<file path="src/rtl/key_seq_tx.sv">
// Transmit side of the 4-bit key-sequence link: streams the six-nibble key on a
// valid/ready bus, optionally repeated and with idle gaps between symbols.
module key_seq_tx #(
  parameter logic [3:0] SYM0     = 4'h1,
  parameter logic [3:0] SYM1     = 4'h3,
  parameter logic [3:0] SYM2     = 4'h4,
  parameter logic [3:0] SYM3     = 4'h8,
  parameter logic [3:0] SYM4     = 4'hD,
  parameter logic [3:0] SYM5     = 4'h9,
  parameter int unsigned GAP     = 0,
  parameter logic [3:0] IDLE_NIB = 4'h0
) (
  input  logic       clk,
  input  logic       rst,
  input  logic       start,
  input  logic [3:0] rpt,
  input  logic       abort,
  output logic [3:0] dout,
  output logic       dout_valid,
  input  logic       dout_ready,
  output logic       busy,
  output logic       done,
  output logic [2:0] sym_idx
);

  localparam bit         HasGap  = (GAP != 0);
  localparam logic [3:0] GapLast = HasGap ? 4'(GAP - 1) : 4'd0;

  typedef enum logic [1:0] {StIdle, StSend, StGap, StFin} state_e;

  state_e     state_q, state_d;
  logic [2:0] idx_q, idx_d;
  logic [3:0] rcnt_q, rcnt_d;
  logic [3:0] gcnt_q, gcnt_d;
  logic [3:0] dout_q, dout_d;
  logic       valid_q, valid_d;
  logic       busy_q, busy_d;
  logic       done_q, done_d;
  logic [2:0] sidx_q, sidx_d;
  logic       xfer;
  logic       adv;

  function automatic logic [3:0] sym_of(input logic [2:0] i);
    case (i)
      3'd0:    sym_of = SYM0;
      3'd1:    sym_of = SYM1;
      3'd2:    sym_of = SYM2;
      3'd3:    sym_of = SYM3;
      3'd4:    sym_of = SYM4;
      default: sym_of = SYM5;
    endcase
  endfunction

  assign xfer = valid_q && dout_ready;

  always_comb begin
    state_d = state_q;
    idx_d   = idx_q;
    rcnt_d  = rcnt_q;
    gcnt_d  = gcnt_q;
    adv     = 1'b0;
    unique case (state_q)
      StIdle: begin
        if (start && !abort) begin
          rcnt_d  = (rpt == 4'd0) ? 4'd1 : rpt;
          idx_d   = 3'd0;
          state_d = StSend;
        end
      end
      StSend: begin
        if (abort) begin
          state_d = StIdle;
          idx_d   = 3'd0;
          rcnt_d  = 4'd0;
        end else if (xfer) begin
          if (idx_q != 3'd5) begin
            idx_d = idx_q + 3'd1;
            adv   = 1'b1;
          end else if (rcnt_q > 4'd1) begin
            rcnt_d = rcnt_q - 4'd1;
            idx_d  = 3'd0;
            adv    = 1'b1;
          end else begin
            state_d = StFin;
            idx_d   = 3'd0;
            rcnt_d  = 4'd0;
          end
        end
      end
      StGap: begin
        if (abort) begin
          state_d = StIdle;
          idx_d   = 3'd0;
          rcnt_d  = 4'd0;
          gcnt_d  = 4'd0;
        end else if (gcnt_q == GapLast) begin
          state_d = StSend;
          gcnt_d  = 4'd0;
        end else begin
          gcnt_d = gcnt_q + 4'd1;
        end
      end
      StFin: state_d = StIdle;
      default: state_d = StIdle;
    endcase
    if (adv) begin
      state_d = HasGap ? StGap : StSend;
      gcnt_d  = 4'd0;
    end
  end

  // Outputs are decoded from the next state so they appear registered.
  always_comb begin
    valid_d = (state_d == StSend);
    dout_d  = valid_d ? sym_of(idx_d) : IDLE_NIB;
    busy_d  = (state_d == StSend) || (state_d == StGap);
    done_d  = (state_d == StFin);
    sidx_d  = busy_d ? idx_d : 3'd0;
  end

  always_ff @(posedge clk) begin
    if (rst) begin
      state_q <= StIdle;
      idx_q   <= 3'd0;
      rcnt_q  <= 4'd0;
      gcnt_q  <= 4'd0;
      dout_q  <= IDLE_NIB;
      valid_q <= 1'b0;
      busy_q  <= 1'b0;
      done_q  <= 1'b0;
      sidx_q  <= 3'd0;
    end else begin
      state_q <= state_d;
      idx_q   <= idx_d;
      rcnt_q  <= rcnt_d;
      gcnt_q  <= gcnt_d;
      dout_q  <= dout_d;
      valid_q <= valid_d;
      busy_q  <= busy_d;
      done_q  <= done_d;
      sidx_q  <= sidx_d;
    end
  end

  assign dout       = dout_q;
  assign dout_valid = valid_q;
  assign busy       = busy_q;
  assign done       = done_q;
  assign sym_idx    = sidx_q;

endmodule

</file>
<file path="config.mk">
export PLATFORM = sky130hd
export DESIGN_NAME = key_seq_tx
export DESIGN_NICKNAME = d
export VERILOG_FILES = /design/src/rtl/key_seq_tx.sv
export SDC_FILE = /design/constraint.sdc
export NUM_CORES = 1
export LEC_CHECK = 0
export CAP_MARGIN = 40
export CORE_UTILIZATION = 52
export DETAILED_ROUTE_END_ITERATION = 8
export PLACE_DENSITY = 0.83
export SLEW_MARGIN = 20
export SYNTH_ARGS = -nofsm -noshare
export SYNTH_HDL_FRONTEND = slang
export SYNTH_SLANG_ARGS = --single-unit
</file>
<file path="constraint.sdc">
create_clock -name clk -period 2.7 [get_ports clk]
set_clock_uncertainty 0.2 [all_clocks]
set_input_delay 0.27 -clock clk [delete_from_list [all_inputs] [get_ports clk]]
set_output_delay 0.27 -clock clk [all_outputs]
set_load 0.1 [all_outputs]
</file>
==> out/qor.csv <==
metric,value,unit
outcome,completed,
"Top cell by count, worst path",ha_1,
Total Neg Setup Slack,0,ps
RR Endpoint,sym_idx[1]$_SDFF_PP0_,
Synth top cell by count,dfxtp_1,
sequential share of the synthesized area,37.2,%
nets@finish,184,
Overall Global Routing Usage,23.2,%
number of enable flip-flop cells,0,
H-tree depth,1,
AO/OA Area Share,19.9,%
chip area line of the yosys report,1240,um2
Comb area share,49.1,%
Post-CTS Setup Bufs,0,
Flop area,460,um2
hold path depth,2,
wl on met1,1250,um
CTS buffer count,3,
P&R area growth vs syn,18.5,%
CTS tree,yes,
ys flop type,dfxtp_1,
CP endpoint kind,register,
first-pass GRT wire length,4510,um
post-detailed-route count of antenna-violating nets,0,
"top cells, area","dfxtp_1, ha_1, nor2_1, a21oi_1, inv_1",
inverter count,10,
final cell count without fillers,191,
Post-Synth Simple-Gate Area,24.6,%
Worst IR Drop VDD,322,uV
number of clock buffers in the layout,3,
IO Count,19,
Met2 Routed Length,1280,um
CP Class,reg2reg,
number of max-cap violations,0,
headroom to the max-slew limit,49.6,%
Die Wd,50.8,um
min Tclk post-route,2410,ps
DR iter-0 viols,10,
Die ar.,2580,um2
Post-route DRC,0,
RSZ-0062 raised after global routing,no,
WP buf/inv,2,
initial antenna violation count,0,
"Net Count, Synth",160,
signal buffers share of area,12.6,%
Cells after DPL,187,
-- stage by stage --
step | hold slack (ps) | power (mW) | cell area (um2) | utilization, % | setup slack [ps]
global route | 369 | 0.662 | 1470 | 65.6 | 63.7
floorplan | 139 | 0.446 | 1240 | - | 429
finish | 330 | 0.638 | 1470 | 65.6 | 291
global placement | 290 | 0.480 | 1440 | 64.4 | 376
detailed placement | 306 | 0.485 | 1440 | 64.4 | 280
CTS | 325 | 0.642 | 1470 | 65.6 | 281
-- routing by layer --
metal	vias to the layer above	GRT usage, %
li1	549	-
met1	522	29.9
met2	28	38.4
met3	8	3.03
met4	0	10.2
met5	-	0
-- how the worst max path moves through the flow --
stage / cells past startpoint / slack, ps / end / start
floorplan: 5 / 430 / sym_idx[1]$_SDFF_PP0_ / dout_valid$_SDFF_PP0_
global placement: 7 / 380 / dout[1]$_SDFF_PP0_ / abort
detailed placement: 7 / 280 / sym_idx[1]$_SDFF_PP0_ / abort
CTS: 10 / 280 / sym_idx[1]$_SDFF_PP0_ / rcnt_q[1]$_SDFFE_PP0P_
global route: 10 / 60 / sym_idx[1]$_SDFF_PP0_ / rcnt_q[0]$_SDFFE_PP0P_
finish: 10 / 290 / sym_idx[1]$_SDFF_PP0_ / rcnt_q[1]$_SDFFE_PP0P_
-- sequential cells by signal, summed over array words and instances (netlist names), 2 cells and up --
| register | flops |
|---|---|
| rcnt_q | 4 |
| state_q | 2 |
| idx_q | 3 |
| gcnt_q | 4 |
| dout | 4 |
| sym_idx | 3 |
-- report_power, final --
part,internal (mW),switching (mW)
Clock,0.0554,0.104
Sequential,0.350,0.00941
Combinational,0.0437,0.0756
Total,0.449,0.189
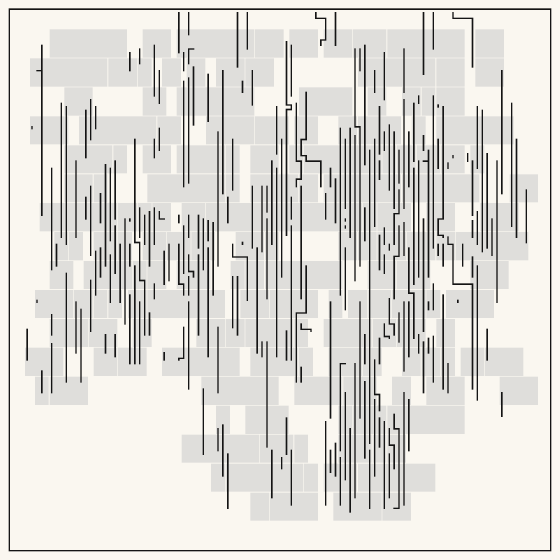
Figure 1: met2 routing.
Cells faint in the background.
wire length on this layer	1280 um
share of all routed wire	47%
longest straight run	27.5 um

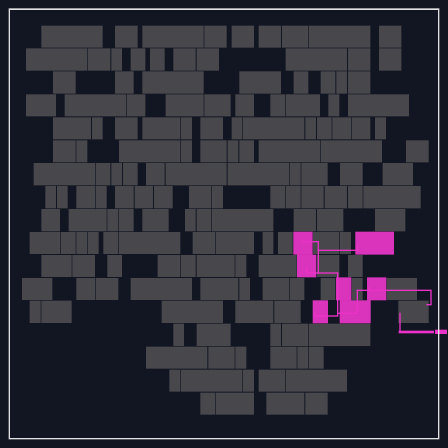
Figure 2: nets reached from selected ports.
colour	port	bits	direction	edge	end cells	buffers	wire
magenta	abort	1	input	right	7	1	45.8 um

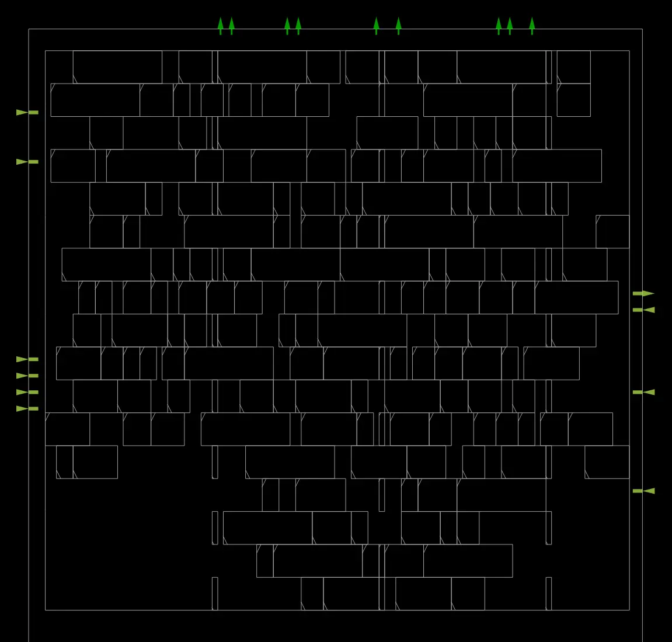
Figure 3: placed standard cells.
Core Region: 2230 um2
sequential portion of the cell area: 31.4%
Flop Count: 23

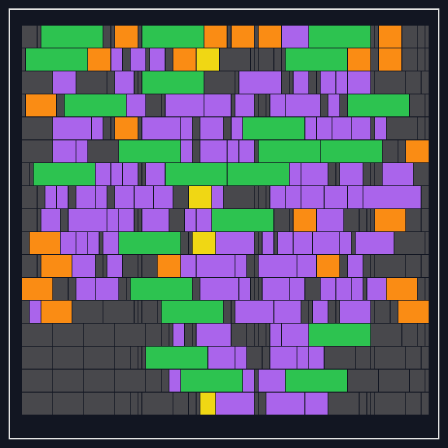
Figure 4: cell classes on the final placement.
Fill, decap, tap and diode cells in grey.
colour	class	cells	share of their area
purple	remaining logic cells	114	53%
yellow	clock drivers and dummy loads	4	1.9%
orange	remaining buffers and delay cells	22	13%
green	registers	23	32%

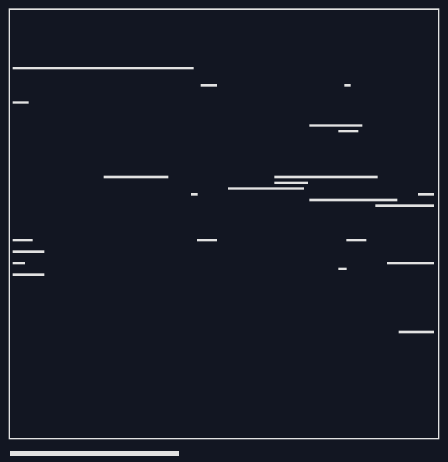
Figure 5: signal wires on met3.
Bar = 20 um.
wire length on this layer	107 um
longest straight run	21.2 um
nets with wire on the layer	19
main direction	horizontal
wirelength, routed: 2710 um
GRT met3 Usage: 3.03%
via count: 1107

Power and IR drop assume default switching activity.
